--- src/rtl/instr_fetch_unit.sv ---
// Instruction fetch: owns the PC, fetches words over a req/ack handshake and hands
// them to decode with valid/ready. Redirects arriving mid-fetch wait in a buffer until the ack.
module instr_fetch_unit #(
  parameter int                ADDR_W   = 32,
  parameter logic [ADDR_W-1:0] RESET_PC = '0
) (
  input  logic              clk,
  input  logic              reset,
  output logic              imem_req,
  output logic [ADDR_W-1:0] imem_addr,
  input  logic              imem_ack,
  input  logic [31:0]       imem_rdata,
  output logic              instr_valid,
  input  logic              instr_ready,
  output logic [31:0]       Instr,
  output logic [ADDR_W-1:0] instr_pc,
  output logic [ADDR_W-1:0] pc_plus8,
  input  logic              PCSrc,
  input  logic [ADDR_W-1:0] branch_target
);

  typedef enum logic [1:0] {IDLE, FETCH, DRAIN, HOLD} state_t;

  state_t            state_q, state_d;
  logic [ADDR_W-1:0] pc_q, pc_d;
  logic [ADDR_W-1:0] redir_q, redir_d;
  logic [31:0]       instr_q, instr_d;
  logic [ADDR_W-1:0] ipc_q, ipc_d;
  logic [ADDR_W-1:0] tgt;

  assign tgt = {branch_target[ADDR_W-1:2], 2'b00};

  always_ff @(posedge clk or posedge reset) begin
    if (reset) begin
      state_q <= IDLE;
      pc_q    <= RESET_PC;
      redir_q <= '0;
      instr_q <= '0;
      ipc_q   <= RESET_PC;
    end else begin
      state_q <= state_d;
      pc_q    <= pc_d;
      redir_q <= redir_d;
      instr_q <= instr_d;
      ipc_q   <= ipc_d;
    end
  end

  always_comb begin
    state_d = state_q;
    pc_d    = pc_q;
    redir_d = redir_q;
    instr_d = instr_q;
    ipc_d   = ipc_q;
    unique case (state_q)
      IDLE: begin
        state_d = FETCH;
        if (PCSrc) pc_d = tgt;
      end
      FETCH: begin
        if (imem_ack && !PCSrc) begin
          instr_d = imem_rdata;
          ipc_d   = pc_q;
          pc_d    = pc_q + ADDR_W'(4);
          state_d = HOLD;
        end else if (imem_ack) begin
          pc_d = tgt;
        end else if (PCSrc) begin
          redir_d = tgt;
          state_d = DRAIN;
        end
      end
      DRAIN: begin
        // The outstanding request must complete; a redirect on the ack cycle is the newest.
        if (PCSrc) redir_d = tgt;
        if (imem_ack) begin
          pc_d    = PCSrc ? tgt : redir_q;
          state_d = FETCH;
        end
      end
      HOLD: begin
        if (PCSrc) begin
          pc_d    = tgt;
          state_d = FETCH;
        end else if (instr_ready) begin
          state_d = FETCH;
        end
      end
      default: state_d = IDLE;
    endcase
  end

  always_comb begin
    imem_req    = (state_q == FETCH) || (state_q == DRAIN);
    instr_valid = (state_q == HOLD);
    imem_addr   = pc_q;
    Instr       = instr_q;
    instr_pc    = ipc_q;
    pc_plus8    = ipc_q + ADDR_W'(8);
  end

endmodule

--- config.mk ---
export PLATFORM = sky130hd
export DESIGN_NAME = instr_fetch_unit
export DESIGN_NICKNAME = d
export VERILOG_FILES = /design/src/rtl/instr_fetch_unit.sv
export SDC_FILE = /design/constraint.sdc
export NUM_CORES = 1
export LEC_CHECK = 0
export ABC_AREA = 1
export CELL_PAD_IN_SITES_DETAIL_PLACEMENT = 0
export CELL_PAD_IN_SITES_GLOBAL_PLACEMENT = 1
export CORE_MARGIN = 2
export CORE_UTILIZATION = 28
export DETAILED_ROUTE_END_ITERATION = 16
export PLACE_DENSITY_LB_ADDON = 0.15
export SYNTH_ARGS = -nofsm -noshare
export SYNTH_HDL_FRONTEND = slang
export SYNTH_SLANG_ARGS = --single-unit
export TNS_END_PERCENT = 50
--- constraint.sdc ---
create_clock -name clk -period 5.5 [get_ports clk]
set_clock_uncertainty 0.2 [all_clocks]
set_input_delay 1.1 -clock clk [delete_from_list [all_inputs] [get_ports clk]]
set_output_delay 1.1 -clock clk [all_outputs]
set_load 0.02 [all_outputs]
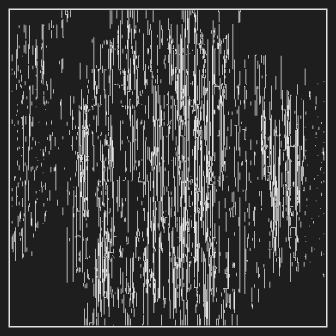
Fig. 1. Signal wires on met2.
longest straight run = 72.0 um
wire length on this layer = 11700 um
share of all routed wire = 44%
main direction = vertical
GR Util met2: 28.8%
final wirelength: 26.8 mm
via count of the routed design: 7254

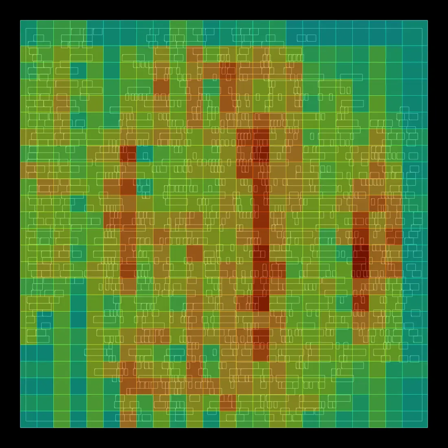
Fig. 2. Track usage over the die.
Util after Layout: 39.2%
GRT met1 Usage: 26.6%
busiest grt layer: met2
Total GRT Usage: 18.7%
wire length per cell: 17.4 um

==> results_slide.txt <==
Key Metrics from the Run

Status
  • Outcome: complete, no violations

Floorplanning
  • Std cell rows: 60
  • Core area: 0.0269 mm2
  • Fp util: 28.4%
  • Die y size: 169 um
  • Tapcell Cnt: 341

Cells and area
  • Signal buf overhead: 19.6%
  • Fill count: 2798
  • Antenna fix cells: 0
  • Register area: 0.00325 mm2
  • Flop share of the area: 30.9%
  • Layout cell share with drive strength beyond 1: 8.89%
  • Dominant logic cell type in the layout: nand2_1
  • Non-clock buffer count: 206
  • Non-clock inverter count: 106

Job
  • Tool warnings: 30
  • Max-Cap Viols: 0

Synthesis
  • Post-synth EDFFs: 0
  • Post-Synth Adder-Cell Area: 0.818%
  • XOR Share, Synth: 3.67%
  • Mean post-synth cell area: 7.64 um2
  • Compound-Gate Fraction of Synth Area: 14.0%
  • Asr flop ratio synth: 100%
  • Simple-gate share of the synthesized area: 25.9%
  • Floorplan Nets: 1075

Setup path
  • Reg2reg end: redir_q[2]
  • Crit path depth: 7
  • Crit. Startpoint: instr_pc[4]
  • CP startpoint kind: register

Power
  • Combinational share of power: 54.3%
  • Peak supply drop: 0.000239 V
  • P_leak: 4.67 nW

Routing
  • Antenna viol nets, final: 0
  • Post-route DRC: 0
  • Drt via density: 4.73
  • Top layer in use: met4
  • Drt pass-1 iters: 7
  • WL met3: 1.75 mm

Global routing
  • Vias in the first global route: 7088
  • Antenna violations before repair: 0

Clock tree
  • Num Clock Sinks: 130
  • Clk slew on worst S/H paths: 0.06 ns
  • CTS tree: done
  • CTS buffer count: 17

Place
  • Place WS: 1.67 ns
  • Dpl hpwl: 19.2 mm

Final timing
  • Max Fclk: 0.249 GHz
  • Hold_ws: 0.269 ns
  • Tmin final: 4.01 ns
  • Setup TNS: 0 ns

Hold path
  • Hold Startpoint: redir_q[26]
-- state kept, by name (all words and copies together), names as in the netlist --
register / flops
Instr: 32
imem_addr: 32
instr_pc: 32
redir_q: 32
state_q: 2
-- power by group through the flow --
stage,clock [mW],combinational (mW),sequential [mW]
after global placement,0,3.68,1.89
after global routing,1.26,4.01,1.96
after detailed placement,0,3.68,1.90
final,1.20,3.66,1.88
after CTS,1.22,3.69,1.89
after floorplan,0,1.75,2.18
-- how the worst max path moves through the flow --
stage / slack, ns / to
after floorplan: 0.73 / Instr[0]
after global placement: 1.68 / imem_addr[21]
after detailed placement: 1.67 / imem_addr[21]
after CTS: 1.43 / pc_plus8[31]
after global routing: 1.24 / pc_plus8[31]
final: 1.49 / pc_plus8[31]
No activity file was given, so power comes from the tool's default toggle rates.
